**src/rtl/layer_stream_pkg.sv**
```systemverilog
// Shared types and width helpers for the layer streaming interface.
// Pointer/counter widths are derived here so every block sizes them the same way.
package layer_stream_pkg;

    localparam int T_DEF = 16;
    localparam int M_DEF = 8;

    typedef logic signed [T_DEF-1:0] word_t;

    // Index width for 0..n-1 (at least one bit).
    function automatic int ptr_w(input int n);
        return (n <= 1) ? 1 : $clog2(n);
    endfunction

    // Count width for 0..n inclusive.
    function automatic int cnt_w(input int n);
        return $clog2(n + 1);
    endfunction

endpackage

```
**src/rtl/stream_buf_mem.sv**
```systemverilog
// Word storage for layer_input_tx: one synchronous write port, one combinational read port.
// Contents are never reset; the control logic only reads words it has written.
module stream_buf_mem #(
    parameter int T   = 16,
    parameter int CAP = 16,
    parameter int AW  = 4
) (
    input  logic                clk,
    input  logic                we,
    input  logic [AW-1:0]       waddr,
    input  logic signed [T-1:0] wdata,
    input  logic [AW-1:0]       raddr,
    output logic signed [T-1:0] rdata
);

    logic signed [T-1:0] mem [CAP];

    always_ff @(posedge clk) begin
        if (we) begin
            mem[waddr] <= wdata;
        end
    end

    assign rdata = mem[raddr];

endmodule

```
**src/rtl/layer_input_tx.sv**
```systemverilog
// Loader-to-layer transmit buffer: words become visible downstream only once a full
// M-word vector is stored, so each vector leaves as an uninterrupted burst.
module layer_input_tx
    import layer_stream_pkg::*;
#(
    parameter int T     = T_DEF,
    parameter int M     = M_DEF,
    parameter int DEPTH = 2
) (
    input  logic                clk,
    input  logic                reset,
    input  logic                wr_valid,
    output logic                wr_ready,
    input  logic signed [T-1:0] wr_data,
    output logic                m_valid,
    input  logic                m_ready,
    output logic signed [T-1:0] data_out,
    output logic                m_last,
    output logic                vec_done
);

    localparam int CAP = DEPTH * M;
    localparam int PW  = ptr_w(CAP);
    localparam int CW  = cnt_w(CAP);
    localparam int EW  = ptr_w(M);

    logic [PW-1:0] wr_ptr, rd_ptr, wr_ptr_nx, rd_ptr_nx;
    logic [CW-1:0] used, avail, used_nx, avail_nx;
    logic [EW-1:0] pending, elem, pending_nx, elem_nx;
    logic          wr_fire, out_fire, load, commit;
    logic signed [T-1:0] rd_word;

    stream_buf_mem #(
        .T   (T),
        .CAP (CAP),
        .AW  (PW)
    ) u_mem (
        .clk   (clk),
        .we    (wr_fire),
        .waddr (wr_ptr),
        .wdata (wr_data),
        .raddr (rd_ptr),
        .rdata (rd_word)
    );

    // used counts the output register too, so ready depends on registers only
    assign wr_ready = (used < CW'(CAP));

    always_comb begin
        wr_fire    = wr_valid && wr_ready;
        out_fire   = m_valid && m_ready;
        load       = (!m_valid || m_ready) && (avail != '0);
        commit     = wr_fire && (pending == EW'(M - 1));
        wr_ptr_nx  = wr_ptr;
        rd_ptr_nx  = rd_ptr;
        pending_nx = pending;
        elem_nx    = elem;
        if (wr_fire) begin
            wr_ptr_nx  = (wr_ptr == PW'(CAP - 1)) ? '0 : wr_ptr + PW'(1);
            pending_nx = commit ? '0 : pending + EW'(1);
        end
        if (load) begin
            rd_ptr_nx = (rd_ptr == PW'(CAP - 1)) ? '0 : rd_ptr + PW'(1);
            elem_nx   = (elem == EW'(M - 1)) ? '0 : elem + EW'(1);
        end
        // a vector committed this cycle is loadable only from the next cycle
        avail_nx = avail - CW'(load) + (commit ? CW'(M) : '0);
        used_nx  = used + CW'(wr_fire) - CW'(out_fire);
    end

    // output register stage
    always_ff @(posedge clk) begin
        if (!reset) begin
            wr_ptr   <= '0;
            rd_ptr   <= '0;
            used     <= '0;
            avail    <= '0;
            pending  <= '0;
            elem     <= '0;
            m_valid  <= 1'b0;
            m_last   <= 1'b0;
            vec_done <= 1'b0;
            data_out <= '0;
        end else begin
            wr_ptr   <= wr_ptr_nx;
            rd_ptr   <= rd_ptr_nx;
            used     <= used_nx;
            avail    <= avail_nx;
            pending  <= pending_nx;
            elem     <= elem_nx;
            vec_done <= out_fire && m_last;
            if (load) begin
                data_out <= rd_word;
                m_valid  <= 1'b1;
                m_last   <= (elem == EW'(M - 1));
            end else if (m_ready) begin
                m_valid <= 1'b0;
            end
        end
    end

endmodule

```
**config.mk**
```make
export PLATFORM = sky130hd
export DESIGN_NAME = layer_input_tx
export DESIGN_NICKNAME = d
export VERILOG_FILES = /design/src/rtl/layer_stream_pkg.sv /design/src/rtl/stream_buf_mem.sv /design/src/rtl/layer_input_tx.sv
export SDC_FILE = /design/constraint.sdc
export NUM_CORES = 1
export LEC_CHECK = 0
export CORE_ASPECT_RATIO = 1.5
export CORE_MARGIN = 4
export CORE_UTILIZATION = 50
export CTS_CLUSTER_SIZE = 14
export DETAILED_ROUTE_END_ITERATION = 10
export DONT_BUFFER_PORTS = 1
export SLEW_MARGIN = 20
export SYNTH_ARGS = -nofsm -noshare
export SYNTH_HDL_FRONTEND = slang
export SYNTH_SLANG_ARGS = --single-unit
```
**constraint.sdc**
```tcl
create_clock -name clk -period 4.1 [get_ports clk]
set_input_delay 0.82 -clock clk [delete_from_list [all_inputs] [get_ports clk]]
set_output_delay 0.82 -clock clk [all_outputs]
set_load 0.02 [all_outputs]
```
==> flow_metrics.tcl, run 1 <==
# flow metrics
set metrics [dict create \
    postRouteAntennaNets 0 \
    yosysTopAreaCell "edfxtp_1" \
    grt_pass1_vias 6431 \
    yosys_cells 691 \
    dr_wl_met3_um 1090 \
    largest_reg_flops 256 \
    drc 0 \
    grt_overflow 0 \
    finalCritPeriodShare 0.754 \
    ys_seq_frac 0.726 \
    status "finished, final reports clean" \
    cts_sinks 299 \
    synthAdderAreaFrac 0.0236 \
    root_buffer "clkbuf_16" \
    yosys_most_used_dff "edfxtp_1" \
    powerDensity_nw_per_um2 635 \
    dp_cells 988 \
    dp_hpwl_um 15000 \
    dieArea_um2 26100 \
    yosys-top-cells-area "edfxtp_1 65%, dfxtp_1 7.3%, mux2i_1 6.8%" \
    most-common-layout-cells "256 x edfxtp_1, 80 x mux2i_1, 40 x dfxtp_1, 33 x a21oi_1" \
    synth.avg_cell_area_um2 17.0 \
    grt.met2_usage 0.349 \
]
run 1: per-stage QoR:
stage / setup WS [ns] / total power, mW / hold WS [ns] / area [um^2] / utilization
5_1_grt: 0.842 / 8.74 / 0.356 / 13200 / 0.569
3_3_place_gp: 1.10 / 5.54 / 0.444 / 12100 / 0.524
4_1_cts: 0.992 / 8.44 / 0.362 / 13200 / 0.569
2_1_floorplan: 1.31 / 5.25 / 0.436 / 11800 / -
6_report: 1.01 / 8.35 / 0.382 / 13200 / 0.569
3_5_place_dp: 1.01 / 5.61 / 0.466 / 12100 / 0.524
run 1: how the worst max path moves through the flow:
stage          slack, ns              end      from
3_5_place_dp        1.01         avail[2]  avail[1]
5_1_grt             0.84         avail[2]  avail[1]
3_3_place_gp        1.10         avail[2]  avail[1]
2_1_floorplan       1.31  u_mem.mem[3][0]  wr_valid
6_report            1.01         avail[2]  avail[1]
4_1_cts             0.99         avail[2]  avail[1]
run 1: area by class of cell:
| cell class | instances | area share |
|---|---|---|
| clock buffers | 38 | 0.0615 |
| clock inverters | 14 | 0.0170 |
| inverters | 18 | 0.00532 |
| multi-input cells | 338 | 0.225 |
| flip-flops and latches | 299 | 0.650 |
| well taps | 315 | 0.0299 |
| repair buffers | 18 | 0.0112 |
run 1: where the power goes:
group | total [mW] | internal (mW) | switching, mW | leakage, nW
Sequential | 3.93 | 3.52 | 0.411 | 2.67
Clock | 2.83 | 1.76 | 1.07 | 0.499
Combinational | 1.59 | 0.809 | 0.782 | 1.11
run 1: critical path: cells and delay by family (launching register included):
| kind | cells | cell delay, ns |
|---|---|---|
| flip-flops | 1 | 0.35 |
| AND-OR/OR-AND | 1 | 0.66 |
| adder cells (fa/ha/maj) | 3 | 0.88 |
| AND/OR/NAND/NOR | 2 | 0.72 |
| buffers and inverters | 2 | 0.36 |
Fig. 1: run 1, M1 wires
Supply wires on this layer in gray.
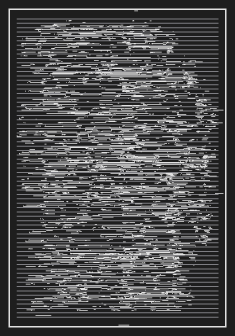
share of all routed wire	39%
main direction	horizontal

Fig. 2: run 1, signal wires on met2
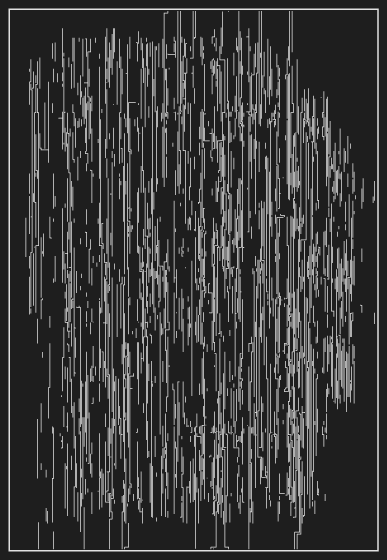
longest straight run	95.2 um
wire length on this layer	13,300 um
nets with wire on the layer	617
share of all routed wire	54%

Fig. 3: run 1, clock nets
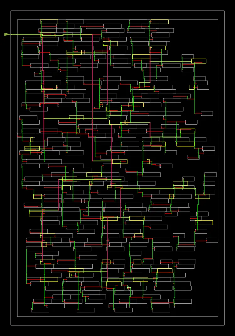
P_clk: 2.83 mW
Flops: 299
clock skew: 0.0129 ns

Fig. 4: run 1, the metal 4 layer
Bar = 50 um. Supply wires on this layer in gray. Cells faint in the background.
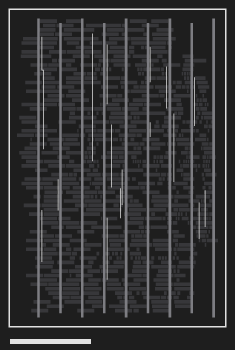
share of all routed wire	2.1%
longest straight run	78.9 um
main direction	vertical
nets with wire on the layer	9
wire length on this layer	527 um
total number of vias: 5,940
Routed WL: 24,700 um

==> run 1 -> run 2 <==
--- a/config.mk
+++ b/config.mk
@@ -11,6 +11,7 @@
 export CTS_CLUSTER_SIZE = 14
 export DETAILED_ROUTE_END_ITERATION = 10
 export DONT_BUFFER_PORTS = 1
+export PLACE_DENSITY = 0.68
 export SLEW_MARGIN = 20
 export SYNTH_ARGS = -nofsm -noshare
 export SYNTH_HDL_FRONTEND = slang
==> constraint.sdc (replaced) <==
create_clock -name clk -period 2.6 [get_ports clk]
set_input_delay 0.52 -clock clk [delete_from_list [all_inputs] [get_ports clk]]
set_output_delay 0.52 -clock clk [all_outputs]
set_load 0.02 [all_outputs]
==> flow_metrics.tcl, run 2 <==
# flow metrics
set metrics [dict create \
    ys_seq_frac 0.726 \
    path_delay_family "adder cells" \
    vias 6039 \
    powerDensity_nw_per_um2 963 \
    stdcell_area_um2 13100 \
    fin_ws_ns 0.257 \
    dp_hpwl_um 15100 \
    drc 0 \
    yosys_most_used_dff "edfxtp_1" \
    finalCritPeriodShare 0.901 \
    root_buffer "clkbuf_16" \
    synth.avg_cell_area_um2 17.0 \
    postRouteAntennaNets 0 \
    grt_overflow 0 \
    dp_cells 1004 \
    cts_sinks 299 \
    cp_num_buf_inv 3 \
    place_ws_ns 0.0737 \
    placed_area_um2 12300 \
    grt_pass1_vias 6432 \
    status "finished, final reports clean" \
    grt.met2_usage 0.337 \
]
## run 2: cell counts after synthesis
Identical to the previous run, type by type.
## run 2: power breakdown
part           total (mW)  internal (mW)  switching (mW)  leakage [nW]
combinational        2.74           1.35            1.39          1.20
sequential           6.06           5.55           0.504          2.67
clock                3.85           2.19            1.65         0.427
total                12.6           9.10            3.55          4.29
## run 2: through the flow
step / total power, mW / hold slack [ns] / utilization
finish: 12.6 / 0.0798 / 0.567
global route: 13.2 / 0.0525 / 0.567
CTS: 12.8 / 0.0611 / 0.567
detailed placement: 8.93 / 0.455 / 0.530
global placement: 8.77 / 0.441 / 0.530
floorplan: 8.27 / 0.436 / -
## run 2: logic make-up after synthesis
| logic type | after synthesis | share of synthesized area |
|---|---|---|
| AND-OR/OR-AND | 92 | 0.0457 |
| XOR/XNOR | 7 | 0.00521 |
| adder cells (fa/ha/maj) | 21 | 0.0236 |
| buffers and inverters | 54 | 0.0250 |
| flip-flops | 299 | 0.726 |
| multiplexers | 112 | 0.129 |
| AND/OR/NAND/NOR | 106 | 0.0453 |
## run 2: worst max-delay path by stage
stage | cells past startpoint | to | start | slack, ns
floorplan | 4 | u_mem.mem[3][0] | wr_valid | 0.11
global placement | 11 | used[4] | wr_valid | 0.28
detailed placement | 11 | used[4] | wr_valid | 0.07
CTS | 11 | used[4] | used[4] | 0.25
global route | 11 | used[4] | used[4] | 0.04
finish | 11 | used[4] | used[4] | 0.26
## run 2: layout make-up
type,count,area share
multi-input combinational,338,0.225
inverter,18,0.00534
clock buffer,38,0.0594
clock inverter,14,0.00705
tap,315,0.0300
timing repair buffer,34,0.0213
sequential,299,0.652
## run 2: layer usage
metal	vias up	part of all wire
met4	0	0.034
li1	2740	-
met3	49	0.049
met1	3101	0.39
met2	149	0.53
met5	-	0
Fig. 5: run 2, M1 wires
Supply wires on this layer in gray.
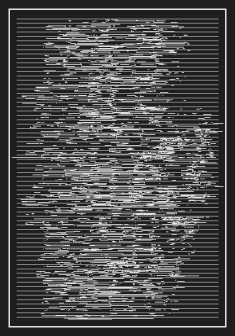
main direction	horizontal
wire length on this layer	9,550 um
share of all routed wire	39%
nets with wire on the layer	731

Fig. 6: run 2, clock nets
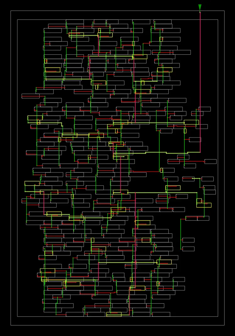
Clk Latency, worst-skew pair: 0.53 ns
Clock buffer cells: 38
clock skew: 0.0179 ns

==> run 2 -> run 3 <==
--- a/config.mk
+++ b/config.mk
@@ -6,7 +6,7 @@
 export NUM_CORES = 1
 export LEC_CHECK = 0
 export CORE_ASPECT_RATIO = 1.5
-export CORE_MARGIN = 4
+export CORE_MARGIN = 3
 export CORE_UTILIZATION = 50
 export CTS_CLUSTER_SIZE = 14
 export DETAILED_ROUTE_END_ITERATION = 10
==> flow_metrics.tcl, run 3 <==
# flow metrics
set metrics [dict create \
    status "finished, final reports clean" \
    yosysTopAreaCell "edfxtp_1" \
    clk_latency_ns 0.54 \
    powerDensity_nw_per_um2 964 \
    finalClockSkew_ns 0.0115 \
    crit_arrival_ns 2.62 \
    synth.avg_cell_area_um2 17.0 \
    grt_pass1_vias 6402 \
    finalCritPeriodShare 0.862 \
    grt_use_total 0.197 \
    async_flop_share 0 \
    cp_num_buf_inv 3 \
    yosys_most_used_dff "edfxtp_1" \
    p_leak_nw 4.28 \
    die_w_um 131 \
    final_core_util 0.569 \
    drc 0 \
    grt_overflow 0 \
    dp_cells 1003 \
    dp_hpwl_um 14500 \
    placed_area_um2 12200 \
    path_delay_family "adder cells" \
    layout_top_cell "edfxtp_1" \
    ff2ff_path_depth 11 \
    period_minus_slack_ns 2.24 \
    coreArea_um2 23100 \
    stdcell_area_um2 13100 \
    ys_seq_frac 0.726 \
    path_clk_slew_ns 0.06 \
    postRouteAntennaNets 0 \
    place_congestion 0.750 \
    vias 6095 \
    cts_sinks 299 \
    critPathLaunch "used[4]" \
    power_mw 12.6 \
    root_buffer "clkbuf_16" \
    worstMarginPinSlew_ns 0.824 \
    final_layout_size_suffix_gt1_frac 0.181 \
    critPathMaxStageDelay_ns 0.39 \
]
-- run 3: cell count changes in the layout (fill, tap and decap cells not counted) --
cell,before,now
clkinv_1,9,1
clkbuf_1,7,12
clkinv_2,3,5
buf_4,32,31
bufinv_16,1,0
clkbuf_8,2,3
clkinv_8,0,1
clkinvlp_4,0,1
inv_6,1,0
-- run 3: power breakdown --
group / leakage, nW / internal (mW) / switching, mW
Combinational: 1.19 / 1.35 / 1.39
Clock: 0.424 / 2.15 / 1.70
Sequential: 2.67 / 5.55 / 0.492
Total: 4.28 / 9.06 / 3.58
-- run 3: layout make-up --
| type | count | area share |
|---|---|---|
| Multi-Input combinational cell | 338 | 0.225 |
| Inverter | 18 | 0.00534 |
| Clock buffer | 44 | 0.0619 |
| Timing Repair Buffer | 33 | 0.0208 |
| Tap cell | 315 | 0.0300 |
| Clock inverter | 8 | 0.00439 |
| Sequential cell | 299 | 0.652 |
-- run 3: worst max path at each step --
stage	end	slack, ns	depth (start not counted)
floorplan	u_mem.mem[3][0]	0.11	4
global placement	used[4]	0.28	11
detailed placement	used[4]	0.18	11
CTS	used[4]	0.37	11
global route	used[4]	0.25	10
finish	used[4]	0.36	11
-- run 3: cells by family after synthesis --
group           synth area share
fa+ha+maj                 0.0236
flops                      0.726
buf+inv                   0.0250
simple gates              0.0453
mux                        0.129
xor+xnor                 0.00521
compound gates            0.0457
-- run 3: per-stage QoR --
stage | worst slack, ns | hold WS (ns)
floorplan | 0.113 | 0.436
global placement | 0.275 | 0.441
detailed placement | 0.176 | 0.459
CTS | 0.365 | 0.0623
global route | 0.247 | 0.0517
finish | 0.358 | 0.0773
-- run 3: layer usage --
metal  routed length, um  GRT usage  vias up
li1                    -          -     2731
met1               10100      0.256     3126
met5                   0          0        -
met2               12600      0.336      190
met4                 855     0.0767        0
met3                1430     0.0288       48
Fig. 7: run 3, the metal 4 layer
Bar = 50 um. Supply wires on this layer in gray. Cells faint in the background.
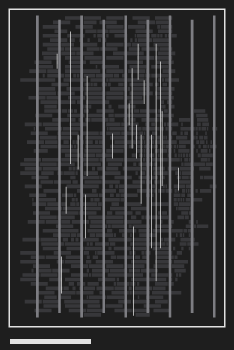
main direction	vertical
share of all routed wire	3.4%
nets with wire on the layer	11

Fig. 8: run 3, M1 wires
Supply wires on this layer in gray.
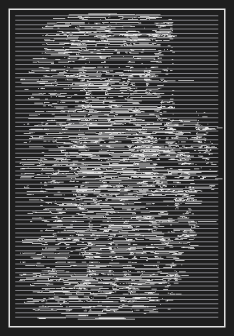
longest straight run	44.2 um
wire length on this layer	10,100 um
nets with wire on the layer	733
share of all routed wire	40%


==> notes/layouts.md <==
Pictures saved along the way, in no particular order.

Met3 routing.
shot_01.png
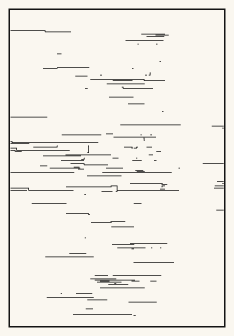
shot_02.png
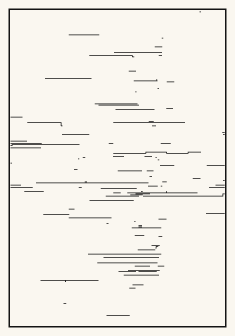
shot_03.png
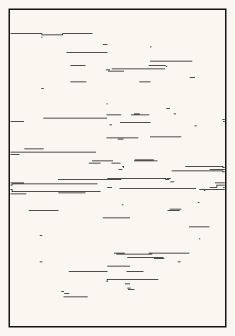
shot_02.png: run 2
shot_01.png: run 3
shot_03.png: run 1

Key to shot_03.png:
longest straight run	54.5 um
main direction	horizontal
share of all routed wire	4.4%
wire length on this layer	1,090 um
nets with wire on the layer	47

Power figures rest on the tool's default switching activity, not on a simulated workload.
